==> images/zoom.png <==
Region (0, 28) to (25, 53) um. Cells in gray, sequential cells in the stronger gray; small squares are vias.
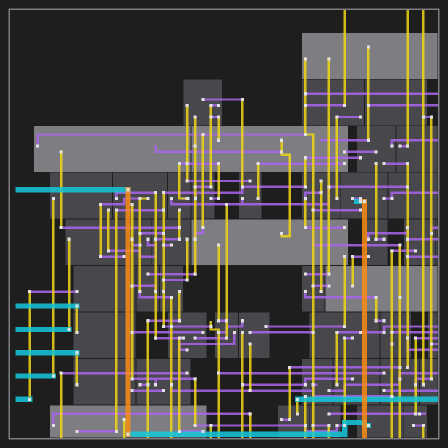
==> images/drive_strength.png <==
(6 px per um)
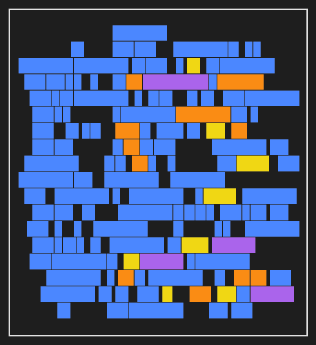
==> images/final_congestion.png <==
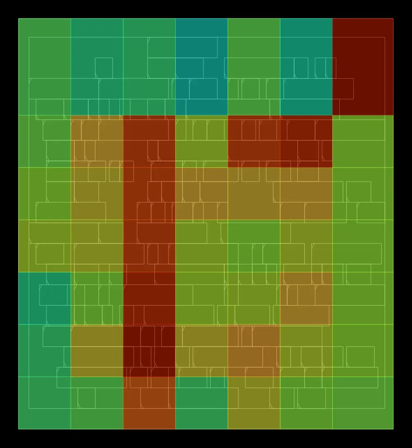
==> images/met1.png <==
(8 px per um)
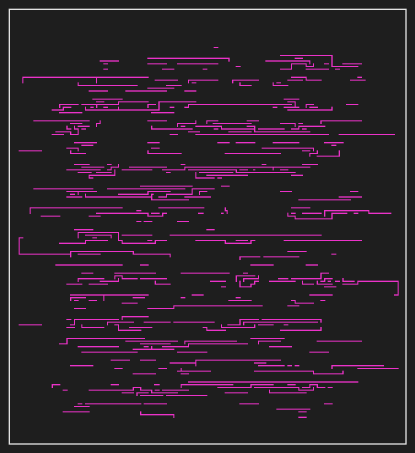
$ cat config.mk
export PLATFORM = sky130hd
export DESIGN_NAME = cmp_sequencer
export DESIGN_NICKNAME = d
export VERILOG_FILES = /design/src/rtl/cmp_sequencer.sv
export SDC_FILE = /design/constraint.sdc
export NUM_CORES = 1
export LEC_CHECK = 0
export CAP_MARGIN = 10
export CORE_ASPECT_RATIO = 1.1
export CORE_UTILIZATION = 50
export DETAILED_ROUTE_END_ITERATION = 6
export HOLD_SLACK_MARGIN = 0.03
export PLACE_DENSITY = 0.8
export SETUP_SLACK_MARGIN = 0.05
export SYNTH_ARGS = -nofsm -noshare
export SYNTH_HDL_FRONTEND = slang
export SYNTH_SLANG_ARGS = --single-unit
$ cat constraint.sdc
create_clock -name clk -period 1.43 [get_ports clk]
set_clock_uncertainty 0.05 [all_clocks]
set_input_delay 0.2145 -clock clk [delete_from_list [all_inputs] [get_ports clk]]
set_output_delay 0.2145 -clock clk [all_outputs]
set_load 0.02 [all_outputs]
$ cat src/rtl/cmp_sequencer.sv
// Multi-cycle unsigned magnitude compare, 2 bits per cycle, MSB pair first, through a shared 2-bit slice.
// Latency: done pulses N = WIDTH/2 cycles after start is accepted (EARLY_EXIT=1: after the first unequal pair).
// Backpressure: none; start is ignored while busy, and accepted in IDLE or in the DONE cycle (back-to-back).
//
// Ports:
//   clk, rst_n          clock, asynchronous active-low reset
//   start, a, b         request and operands, captured on the accepting edge
//   busy                high while pairs are being compared
//   done                one-cycle pulse when the result flags become valid
//   a_gt_b/eq/lt        registered one-hot result, held until the next accepted start

module cmp_slice2 (
    input  logic [1:0] i_a,
    input  logic [1:0] i_b,
    output logic       o_gt,
    output logic       o_eq,
    output logic       o_lt
);
    assign o_gt = (i_a > i_b);
    assign o_eq = (i_a == i_b);
    assign o_lt = (i_a < i_b);
endmodule

module cmp_sequencer #(
    parameter int WIDTH      = 8,
    parameter int EARLY_EXIT = 0
) (
    input  logic             clk,
    input  logic             rst_n,
    input  logic             start,
    input  logic [WIDTH-1:0] a,
    input  logic [WIDTH-1:0] b,
    output logic             busy,
    output logic             done,
    output logic             a_gt_b,
    output logic             a_eq_b,
    output logic             a_lt_b
);
    localparam int N  = WIDTH / 2;
    localparam int CW = (N > 1) ? $clog2(N) : 1;
    localparam logic [CW-1:0] CNT_INIT = CW'(N - 1);
    localparam bit EE = (EARLY_EXIT != 0);

    typedef enum logic [1:0] {
        S_IDLE    = 2'd0,
        S_COMPARE = 2'd1,
        S_DONE    = 2'd2
    } state_t;

    state_t           r_state;
    logic [WIDTH-1:0] r_sa;
    logic [WIDTH-1:0] r_sb;
    logic [CW-1:0]    r_cnt;
    logic             r_diff;   // an unequal pair has already been seen
    logic             r_gt;     // direction of that first difference

    logic w_gt;
    logic w_eq;
    logic w_lt;

    cmp_slice2 u_slice (
        .i_a  (r_sa[WIDTH-1 -: 2]),
        .i_b  (r_sb[WIDTH-1 -: 2]),
        .o_gt (w_gt),
        .o_eq (w_eq),
        .o_lt (w_lt)
    );

    // The pair evaluated on the final edge must be folded into the result,
    // but only if no earlier (more significant) pair already decided it.
    logic w_first_ne;
    logic w_last;
    logic w_diff_fin;
    logic w_gt_fin;
    logic w_lt_fin;

    assign w_first_ne = !r_diff && !w_eq;
    assign w_last     = (r_cnt == '0) || (EE && w_first_ne);
    assign w_diff_fin = r_diff || !w_eq;
    assign w_gt_fin   = r_diff ? r_gt  : w_gt;
    assign w_lt_fin   = r_diff ? !r_gt : w_lt;

    always_ff @(posedge clk or negedge rst_n) begin
        if (!rst_n) begin
            r_state <= S_IDLE;
            r_sa    <= '0;
            r_sb    <= '0;
            r_cnt   <= '0;
            r_diff  <= 1'b0;
            r_gt    <= 1'b0;
            busy    <= 1'b0;
            done    <= 1'b0;
            a_gt_b  <= 1'b0;
            a_eq_b  <= 1'b0;
            a_lt_b  <= 1'b0;
        end else begin
            case (r_state)
                S_IDLE, S_DONE: begin
                    done <= 1'b0;
                    if (start) begin
                        r_sa    <= a;
                        r_sb    <= b;
                        r_cnt   <= CNT_INIT;
                        r_diff  <= 1'b0;
                        r_gt    <= 1'b0;
                        a_gt_b  <= 1'b0;
                        a_eq_b  <= 1'b0;
                        a_lt_b  <= 1'b0;
                        busy    <= 1'b1;
                        r_state <= S_COMPARE;
                    end else begin
                        r_state <= S_IDLE;
                    end
                end
                S_COMPARE: begin
                    if (w_first_ne) begin
                        r_diff <= 1'b1;
                        r_gt   <= w_gt;
                    end
                    r_sa <= r_sa << 2;
                    r_sb <= r_sb << 2;
                    if (w_last) begin
                        r_state <= S_DONE;
                        busy    <= 1'b0;
                        done    <= 1'b1;
                        a_gt_b  <= w_diff_fin && w_gt_fin;
                        a_lt_b  <= w_diff_fin && w_lt_fin;
                        a_eq_b  <= !w_diff_fin;
                    end else begin
                        r_cnt <= r_cnt - 1'b1;
                    end
                end
                default: begin
                    r_state <= S_IDLE;
                    busy    <= 1'b0;
                    done    <= 1'b0;
                end
            endcase
        end
    end
endmodule

==> impl_metrics.env <==
# source this file to load flow results
export IMPL_r2r_start="r_sa[6]"
export IMPL_simple_gate_share=0.184
export IMPL_worstReg2RegEnd="a_gt_b"
export IMPL_crit_start="r_sa[6]"
export IMPL_critPathLaunchType="flip-flop"
export IMPL_place_congestion=0.715
export IMPL_slowest_stage="dfrtp_1"
export IMPL_p_clk_mw=0.518
export IMPL_nMultiInputCombCells=78
export IMPL_topRoutingLayerUsed="met4"
export IMPL_outcome="complete, no violations"
export IMPL_route_detailed_drc=0
export IMPL_pwr_share_clk=0.142
export IMPL_hold_class="in2async"
export IMPL_path_clk_slew_ns=0.15
export IMPL_pg_seq_mw=1.31
export IMPL_antenna_found_initial=0
export IMPL_async_flop_share=1.00
export IMPL_via_per_inst=5.58
export IMPL_layout_top_cell="dfrtp_1"
export IMPL_met1_length_um=1110
export IMPL_setup_violations_final=0
export IMPL_largest_area_cell="dfrtp_1"
export IMPL_yosys_area_sq_um=1240
export IMPL_yosysTopAreaCellShare=0.526
export IMPL_cts_path_max_buffers=2
export IMPL_fa_ha_area_frac=0.0304
Back to the opening pictures, zoom.png:
legend:
  purple:
    layer: met1
  yellow:
    layer: met2
  orange:
    layer: met4
  cyan:
    layer: met3
most frequent: clkdlybuf4s50_1 (8), dfrtp_1 (6), nor2_1 (5)
netlist names of flops here include: r_sa (3), r_sb (3)
sequential cells in the window: 6
cells with their middle in the window: 42

Back to the opening pictures, drive_strength.png:
legend:
  purple:
    size: drive 6 and up
    cells: 4
  blue:
    size: drive 1 or less
    cells: 119
  yellow:
    size: drive 2
    cells: 8
  orange:
    size: drive 3 to 4
    cells: 11
Setup WS post-layout: 0.0923 ns
post-route design area: 1580 sq um
Buffers excl. clock: 30
Syn-to-layout area delta: 27.5%

Back to the opening pictures, final_congestion.png:
final cell utilization of the core: 0.686
busiest grt layer: met2
global-route met3 utilization: 0.0339
GR Util All Layers: 0.221

Back to the opening pictures, met1.png:
main direction: horizontal
nets with wire on the layer: 145
share of all routed wire: 43%
wire length on this layer: 1,110 um
longest straight run: 21.2 um
final WL: 2590 um
M1 GR Usage: 0.229
DR vias: 960

